### Cell placement, run 1

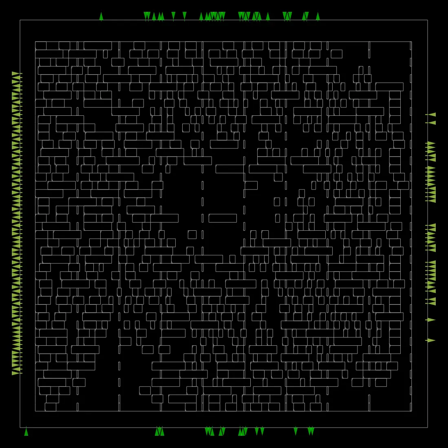
### Met3 routing, run 1

Bar = 50 um.
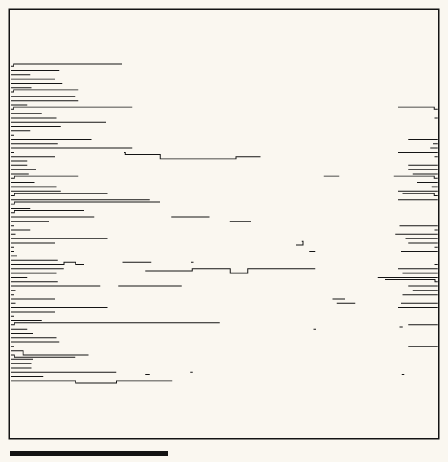
### Cell density map, run 1

14 x 14 tiles, from white (low) to dark blue (high), 0 to 100% covered.
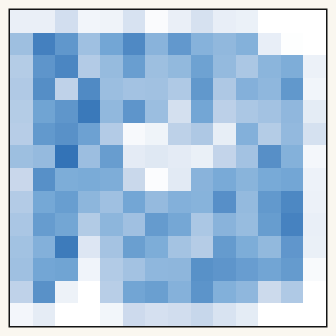
### Cells colored by class, run 1

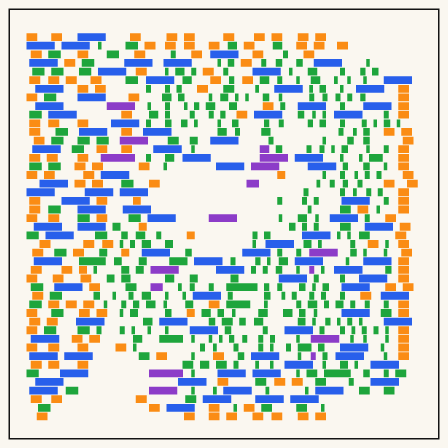
## src/rtl/qdma_sequencer.sv

```systemverilog
// Block-transfer DMA sequencer: splits a (address, count, direction) command into
// single-word QBUS DMA cycles and streams data between the bus master and the device.
module qdma_sequencer #(
  parameter int ADDR_W = 22,
  parameter int CNT_W  = 16
) (
  input  logic              clk,
  input  logic              RINIT,
  input  logic              cmd_valid,
  output logic              cmd_ready,
  input  logic              cmd_write,
  input  logic [ADDR_W-1:0] cmd_addr,
  input  logic [CNT_W-1:0]  cmd_count,
  input  logic [15:0]       src_data,
  input  logic              src_valid,
  output logic              src_ready,
  output logic [15:0]       snk_data,
  output logic              snk_valid,
  input  logic              snk_ready,
  output logic              dma_read,
  output logic              dma_write,
  output logic [ADDR_W-1:0] dma_addr,
  output logic [15:0]       dma_wdata,
  input  logic [15:0]       dma_rdata,
  input  logic              dma_complete,
  input  logic              nxm,
  input  logic              bus_master,
  output logic              done,
  output logic              error,
  output logic [CNT_W-1:0]  residual
);

  typedef enum logic [2:0] {
    IDLE, FETCH, REQ, WAIT, RELEASE, DELIVER, FINISH
  } state_t;

  state_t            state_reg, state_next;
  logic [ADDR_W-1:0] addr_reg, addr_next;
  logic [CNT_W-1:0]  count_reg, count_next;
  logic [CNT_W-1:0]  residual_reg, residual_next;
  logic [15:0]       wdata_reg, wdata_next;
  logic [15:0]       rdata_reg, rdata_next;
  logic              dir_reg, dir_next;
  logic              error_reg, error_next;

  always_ff @(posedge clk or posedge RINIT) begin
    if (RINIT) begin
      state_reg    <= IDLE;
      addr_reg     <= '0;
      count_reg    <= '0;
      residual_reg <= '0;
      wdata_reg    <= '0;
      rdata_reg    <= '0;
      dir_reg      <= 1'b0;
      error_reg    <= 1'b0;
    end else begin
      state_reg    <= state_next;
      addr_reg     <= addr_next;
      count_reg    <= count_next;
      residual_reg <= residual_next;
      wdata_reg    <= wdata_next;
      rdata_reg    <= rdata_next;
      dir_reg      <= dir_next;
      error_reg    <= error_next;
    end
  end

  always_comb begin
    state_next    = state_reg;
    addr_next     = addr_reg;
    count_next    = count_reg;
    residual_next = residual_reg;
    wdata_next    = wdata_reg;
    rdata_next    = rdata_reg;
    dir_next      = dir_reg;
    error_next    = error_reg;
    case (state_reg)
      IDLE: begin
        if (cmd_valid) begin
          // Word transfers only: the byte-select bit is dropped.
          addr_next  = cmd_addr & ~ADDR_W'(1);
          count_next = cmd_count;
          dir_next   = cmd_write;
          error_next = 1'b0;
          if (cmd_count == '0) begin
            residual_next = '0;
            state_next    = FINISH;
          end else begin
            state_next = cmd_write ? FETCH : REQ;
          end
        end
      end
      FETCH: begin
        if (src_valid) begin
          wdata_next = src_data;
          state_next = REQ;
        end
      end
      REQ: begin
        // Requesting while the master still holds the bus would start a spurious cycle.
        if (!bus_master) state_next = WAIT;
      end
      WAIT: begin
        if (nxm) begin
          error_next = 1'b1;
          state_next = RELEASE;
        end else if (dma_complete) begin
          if (!dir_reg) rdata_next = dma_rdata;
          count_next = count_reg - CNT_W'(1);
          addr_next  = addr_reg + ADDR_W'(2);
          state_next = dir_reg ? RELEASE : DELIVER;
        end
      end
      DELIVER: begin
        if (snk_ready) state_next = RELEASE;
      end
      RELEASE: begin
        if (!bus_master) begin
          if (error_reg || count_reg == '0) begin
            residual_next = count_reg;
            state_next    = FINISH;
          end else begin
            state_next = dir_reg ? FETCH : REQ;
          end
        end
      end
      FINISH:  state_next = IDLE;
      default: state_next = IDLE;
    endcase
  end

  // Requests are pure state decodes so they drop on the same edge that sees completion.
  assign cmd_ready = (state_reg == IDLE);
  assign src_ready = (state_reg == FETCH) && src_valid;
  assign snk_valid = (state_reg == DELIVER);
  assign snk_data  = rdata_reg;
  assign dma_read  = (state_reg == WAIT) && !dir_reg;
  assign dma_write = (state_reg == WAIT) && dir_reg;
  assign dma_addr  = addr_reg;
  assign dma_wdata = wdata_reg;
  assign done      = (state_reg == FINISH);
  assign error     = error_reg;
  assign residual  = residual_reg;

endmodule

```

## config.mk

```make
export PLATFORM = sky130hd
export DESIGN_NAME = qdma_sequencer
export DESIGN_NICKNAME = d
export VERILOG_FILES = /design/src/rtl/qdma_sequencer.sv
export SDC_FILE = /design/constraint.sdc
export NUM_CORES = 1
export LEC_CHECK = 0
export CELL_PAD_IN_SITES_DETAIL_PLACEMENT = 2
export CELL_PAD_IN_SITES_GLOBAL_PLACEMENT = 2
export CORE_MARGIN = 5
export CORE_UTILIZATION = 30
export CTS_CLUSTER_SIZE = 24
export DETAILED_ROUTE_END_ITERATION = 8
export PLACE_DENSITY = 0.91
export SYNTH_ARGS = -nofsm -noshare
export SYNTH_HDL_FRONTEND = slang
export SYNTH_SLANG_ARGS = --single-unit
```

## constraint.sdc

```tcl
create_clock -name clk -period 4.63 [get_ports clk]
set_input_delay 0.6945 -clock clk [delete_from_list [all_inputs] [get_ports clk]]
set_output_delay 0.6945 -clock clk [all_outputs]
set_load 0.02 [all_outputs]
```

==> flow_summary.yaml, run 1 <==
# generated from flow reports
final_layout:
  inverters: 22
  logic_area_um2: 2200
  antenna_cells: 0
  clkbuf_count: 9
  area_growth_pct: 43.1
  bufAreaShareNonClock_pct: 23.6
  comb_share_pct: 32.8
  final-clk-cell-share_pct: 4.87
  comb_cells: 333
  largest_class: "flip-flops and latches"
  largest_reg_flops: 21
  drive_gt1_share_pct: 11.6
  seqCellArea_um2: 2250
  design.seq.count: 90
  non_clock_buffer_count: 160
  nNetsFinal: 697
synth:
  ff_type: "dfrtp_1"
  synth-simple-area-share_pct: 17.2
  ys_sh_aoi_pct: 17.3
  yosysChipArea_um2: 4690
  postSynthAreaPerCell_um2: 9.79
  ys_top_logic_family: "AND-OR/OR-AND gates"
  synthAdderAreaFrac_pct: 0.534
  yosysTopAreaCell: "dfrtp_1"
  yosys.cell_types.count: 57
  synth_warnings: 0
  edf_count: 0
  synthesis.nets: 560
  synth_seq_share_pct: 48.0
  synth-xor-area-share_pct: 0
  synthesis.area_um2: 4690
  syn_inst: 479
  yosysMostFrequentCell: "dfrtp_1"
  top_area_share_pct: 48.0
  async_flop_share_pct: 100
  yosys-top-cells-count: "dfrtp_1 (90), nand2_1 (44), a21oi_1 (43)"
  mux_share_pct: 11.3
  ys_cells: 479
  synth.area.top_cells: "dfrtp_1 (48%), mux2_2 (7.9%), a21oi_1 (4.6%)"
  synth-seq-cells: 90
pwr:
  top_power_group: "combinational logic"
  pg_clk_mw: 0.825
  power_density_nw_per_um2: 695
  p_seq_share_pct: 33.6
  power_mw: 4.66
  powerComb_mw: 2.27
  leakagePower_nw: 2.71
  swShare_pct: 42.6
  power.switching_mw: 1.98
  ir_drop_mv: 0.244
  clockPowerShare_pct: 17.7
  seq_power_mw: 1.56
  p_int_mw: 2.68
  combPwrFrac_pct: 48.8
job:
  tool_warnings: 27
  cap_violations: 0
global_route:
  grt.busiest_layer: "met2"
  grt_util_all_layers_pct: 19.4
  grtUsageMet2_pct: 33.3
  antenna_found_initial: 0
  met1_usage_pct: 22.4
  first_global_vias: 4944
  grt_max_degree: 71
  overflow: 0
  grt_pass1_wl_mm: 28.0
critical_path:
  path_depth: 4
  max_stage_delay_ps: 670
  end_kind: "primary output"
  reg2reg_to: "residual[5]$_DFFE_PP0P_"
  critPathRequiredTime_ps: 3940
  rr_worst_depth: 6
  critPathBufInv: 3
  slowest_stage: "clkdlybuf4s50_1"
  crit_path_cell_trace: "inv_1, nor4b_4, buf_4, clkdlybuf4s50_1"
  critical_path_arrival_ps: 2490
  cp_top_family: "buffers and inverters"
  rrSetupSlack_ps: 1730
  startpoint_type: "flip-flop"
  cp_max_fo: 17
  crit_start: "state_reg[0]$_DFFE_PP0P_"
  setup.worst_path.class: "flip-flop to primary output"
  r2r_start: "state_reg[2]$_DFFE_PP0P_"
  endpoint: "src_ready"
cts:
  cts_setup_buffers: 0
  clkTransAtPathRegs_ps: 70
  cts_tree: "built"
  cts_hold_buf: 0
  htree_levels: 3
  clock_latency_ps: 350
  cts.sinks: 90
  cts_made_buffers: 9
  root_buffer: "clkbuf_16"
  clockBufferDepth: 2
  cts_resized: 0
detailed_routing:
  drt_first_pass_iters: 5
  wl_met1_mm: 6.88
  met2_wirelength_mm: 8.57
  drt-wirelength-per-cell_um: 20.8
  first_iter_violations: 198
  wl_met3_mm: 1.62
  highest_layer: "met4"
  vias: 4349
  vias_per_cell: 5.23
  ant_nets: 0
  drc: 0
timing:
  hold_viol: 0
  finalSetupTns_ps: 0
  rsz0062_at_grt: "no"
  finClkSkew_ps: 10.3
  fin_ws_ps: 1450
  period_minus_slack_ps: 3180
  whs_ps: 514
  tightestPinTransition_ps: 1160
  max_freq_ghz: 0.314
  maxSlewViolCount: 0
  finalSetupViolCount: 0
  max_slew_margin_pct: 22.2
  fin_crit_sh_pct: 68.8
placement:
  dp_hpwl_mm: 12.4
  io_buffers: 153
  gp_congestion: 0.788
  dp_cells: 816
  dpl_worst_slack_ps: 1550
  place_area_um2: 6380
die:
  ios: 156
  die_h_um: 135
  die-area_um2: 18200
  die_w_um: 135
min_path:
  hp-start: "snk_data[2]$_DFFE_PP0P_"
  min_delay_path_depth: 1
  hold_class: "flip-flop to flip-flop"
  hold_end: "snk_data[2]$_DFFE_PP0P_"
run_status:
  status: "finished clean"
About 'Cell placement':
Finished Layout Cells: 832
Seq/total area: 33.6%
fillers: 1606
tap cells: 211

About 'Met3 routing':
share of all routed wire: 9.4%
longest straight run: 64.6 um
main direction: horizontal
wire length on this layer: 1620 um
Total Wirelength: 17.3 mm
met3 Usage GRT: 8.12%

About 'Cell density map':
nearly empty tiles: 6.6%
emptiest ninth of the die: upper right
mean over tiles: 35%
fullest tile: 73%
densest ninth of the die: middle left
Core ar.: 15300 um^2
fp util: 30.7%
Util after Layout: 44.0%

About 'Cells colored by class':
[other buffers and delay cells] orange | cells: 160
[flip-flops] blue | cells: 90
[clock drivers and dummy loads] purple | cells: 16
[all other logic] green | cells: 355
row count: 45
design area: 6710 um^2

run 1: cell usage in the layout (no fill, tap or decap), drive strengths merged, types with 3 or more instances in the layout:
| master | n |
|---|---|
| a22oi | 5 |
| clkbuf | 9 |
| a2bb2oi | 6 |
| dfrtp | 90 |
| clkdlybuf4s50 | 153 |
| nor2 | 34 |
| a31oi | 3 |
| clkinv | 4 |
| o22ai | 11 |
| inv | 23 |
| mux2i | 16 |
| nand2 | 44 |
| o21ai | 34 |
| nand3 | 16 |
| nor3 | 13 |
| nor4 | 10 |
| a32oi | 4 |
| or3 | 4 |
| or2 | 5 |
| mux2 | 33 |
| and3 | 5 |
| buf | 7 |
| nand4 | 5 |
| a21oi | 43 |
==> run 2: changes to the inputs <==
--- a/config.mk
+++ b/config.mk
@@ -8,10 +8,10 @@
 export CELL_PAD_IN_SITES_DETAIL_PLACEMENT = 2
 export CELL_PAD_IN_SITES_GLOBAL_PLACEMENT = 2
 export CORE_MARGIN = 5
-export CORE_UTILIZATION = 30
+export CORE_UTILIZATION = 27
 export CTS_CLUSTER_SIZE = 24
 export DETAILED_ROUTE_END_ITERATION = 8
-export PLACE_DENSITY = 0.91
+export PLACE_DENSITY = 0.83
 export SYNTH_ARGS = -nofsm -noshare
 export SYNTH_HDL_FRONTEND = slang
 export SYNTH_SLANG_ARGS = --single-unit
==> constraint.sdc (replaced) <==
create_clock -name clk -period 3.34 [get_ports clk]
set_input_delay 0.501 -clock clk [delete_from_list [all_inputs] [get_ports clk]]
set_output_delay 0.501 -clock clk [all_outputs]
set_load 0.02 [all_outputs]
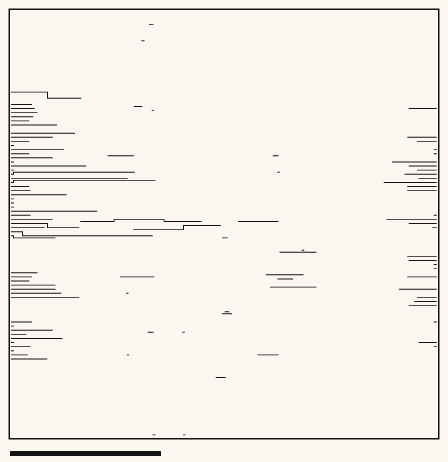
*Met3 routing, run 2*
Bar = 50 um.
wire length on this layer: 1020 um
share of all routed wire: 6.2%
Vias: 4343
met3 Usage GRT: 4.72%
Total Wirelength: 16.4 mm

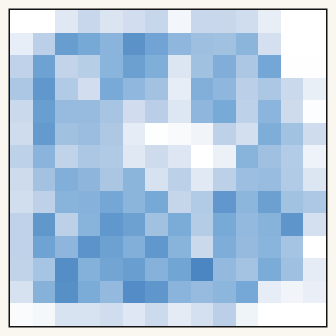
*Cell density map, run 2*
14 x 14 tiles, from white (low) to dark blue (high), 0 to 100% covered.
mean over tiles: 32%
fullest tile: 65%
emptiest ninth of the die: upper right
densest ninth of the die: bottom center
nearly empty tiles: 7.7%
Util after Layout: 39.3%
Core ar.: 17200 um^2
fp util: 27.3%

==> run 2 against run 1 <==
Compared with the run above:
- area after synthesis is the same
- non-clock buffer count is 3 higher
- die area is 10% higher
- sequential share of layout area is 0.21 points lower
- clock power increased by 28%
- setup slack worse by 880 ps
- critical path depth stayed put
- largest power group unchanged
==> flow_summary.yaml, run 2 <==
# generated from flow reports
run_status:
  status: "finished clean"
timing:
  finalSetupViolCount: 0
  whs_ps: 510
  hold_viol: 0
  period_minus_slack_ps: 2770
  finalSetupTns_ps: 0
  max_slew_margin_pct: 44.9
  tightestPinTransition_ps: 821
  finClkSkew_ps: 8.47
  fin_crit_sh_pct: 83.1
pwr:
  power_mw: 6.36
  leakagePower_nw: 2.72
  ir_drop_mv: 0.345
  power_density_nw_per_um2: 942
critical_path:
  setup.worst_path.class: "flip-flop to primary output"
  critPathRequiredTime_ps: 2840
  cp_max_fo: 13
  crit_start: "state_reg[2]$_DFFE_PP0P_"
  r2r_start: "state_reg[2]$_DFFE_PP0P_"
  critical_path_arrival_ps: 2270
detailed_routing:
  drt-wirelength-per-cell_um: 19.3
  highest_layer: "met4"
  ant_nets: 0
  vias_per_cell: 5.12
  met2_wirelength_mm: 8.33
  wl_met1_mm: 6.66
  drc: 0
placement:
  place_area_um2: 6450
  dpl_worst_slack_ps: 554
  dp_hpwl_mm: 12.3
  dp_cells: 833
  io_buffers: 153
final_layout:
  antenna_cells: 0
  seqCellArea_um2: 2250
  lay_top_count: "clkdlybuf4s50_1"
  largest_reg_flops: 21
  logic_area_um2: 2200
  drive_gt1_share_pct: 12.0
  area_growth_pct: 44.0
  final_area_um2: 6750
  fillers: 1880
  instances_no_fill: 849
  nNetsFinal: 700
job:
  tool_warnings: 27
  cap_violations: 0
synth:
  yosys.cell_types.count: 57
  async_flop_share_pct: 100
  synth_seq_share_pct: 48.0
  synthAdderAreaFrac_pct: 0.534
  ys_sh_aoi_pct: 17.3
  edf_count: 0
  synthesis.nets: 560
  mux_share_pct: 11.3
  syn_inst: 479
  ff_type: "dfrtp_1"
  synthesis.area_um2: 4690
  synth.area.top_cells: "dfrtp_1 (48%), mux2_2 (7.9%), a21oi_1 (4.6%)"
  ys_cells: 479
  yosysMostFrequentCell: "dfrtp_1"
  synth_warnings: 0
  postSynthAreaPerCell_um2: 9.79
  synth-xor-area-share_pct: 0
  yosysChipArea_um2: 4690
min_path:
  hold_class: "flip-flop to flip-flop"
  hp-start: "snk_data[3]$_DFFE_PP0P_"
  hold_end: "snk_data[3]$_DFFE_PP0P_"
cts:
  cts_tree: "built"
  clock_latency_ps: 350
  cts_resized: 0
  root_buffer: "clkbuf_16"
  clkTransAtPathRegs_ps: 70
  htree_levels: 3
  cts_made_buffers: 9
  cts_setup_buffers: 0
global_route:
  grt_util_all_layers_pct: 16.5
  grt_pass1_wl_mm: 26.4
  overflow: 0
  grt_max_degree: 57
die:
  die-area_um2: 20100
  die_h_um: 142
[run 2: metal layers]
layer / track usage [%] / vias to the layer above
met5: 0 / -
met4: 5.56 / 0
met3: 4.72 / 25
met2: 28.7 / 110
met1: 19.4 / 2188
li1: - / 2020
[run 2: layout make-up]
type,count,share of cell area (%)
clock buffers,9,3.34
clock inverters,7,1.15
inverters,22,1.26
multi-input cells,333,32.6
flip-flops and latches,90,33.4
well taps,225,4.17
repair buffers,163,24.2
[run 2: worst max-delay path: stages, from the launching register on]
cell	delay [ps]
dfrtp_1	660
inv_1	290
and3_2	270
and2_1	160
clkdlybuf4s50_1	550
[run 2: power by group]
| part | internal (mW) | switching, mW |
|---|---|---|
| Clock | 0.589 | 0.474 |
| Combinational | 1.46 | 1.68 |
| Sequential | 1.61 | 0.542 |
Power is estimated from default activity; no workload was simulated.
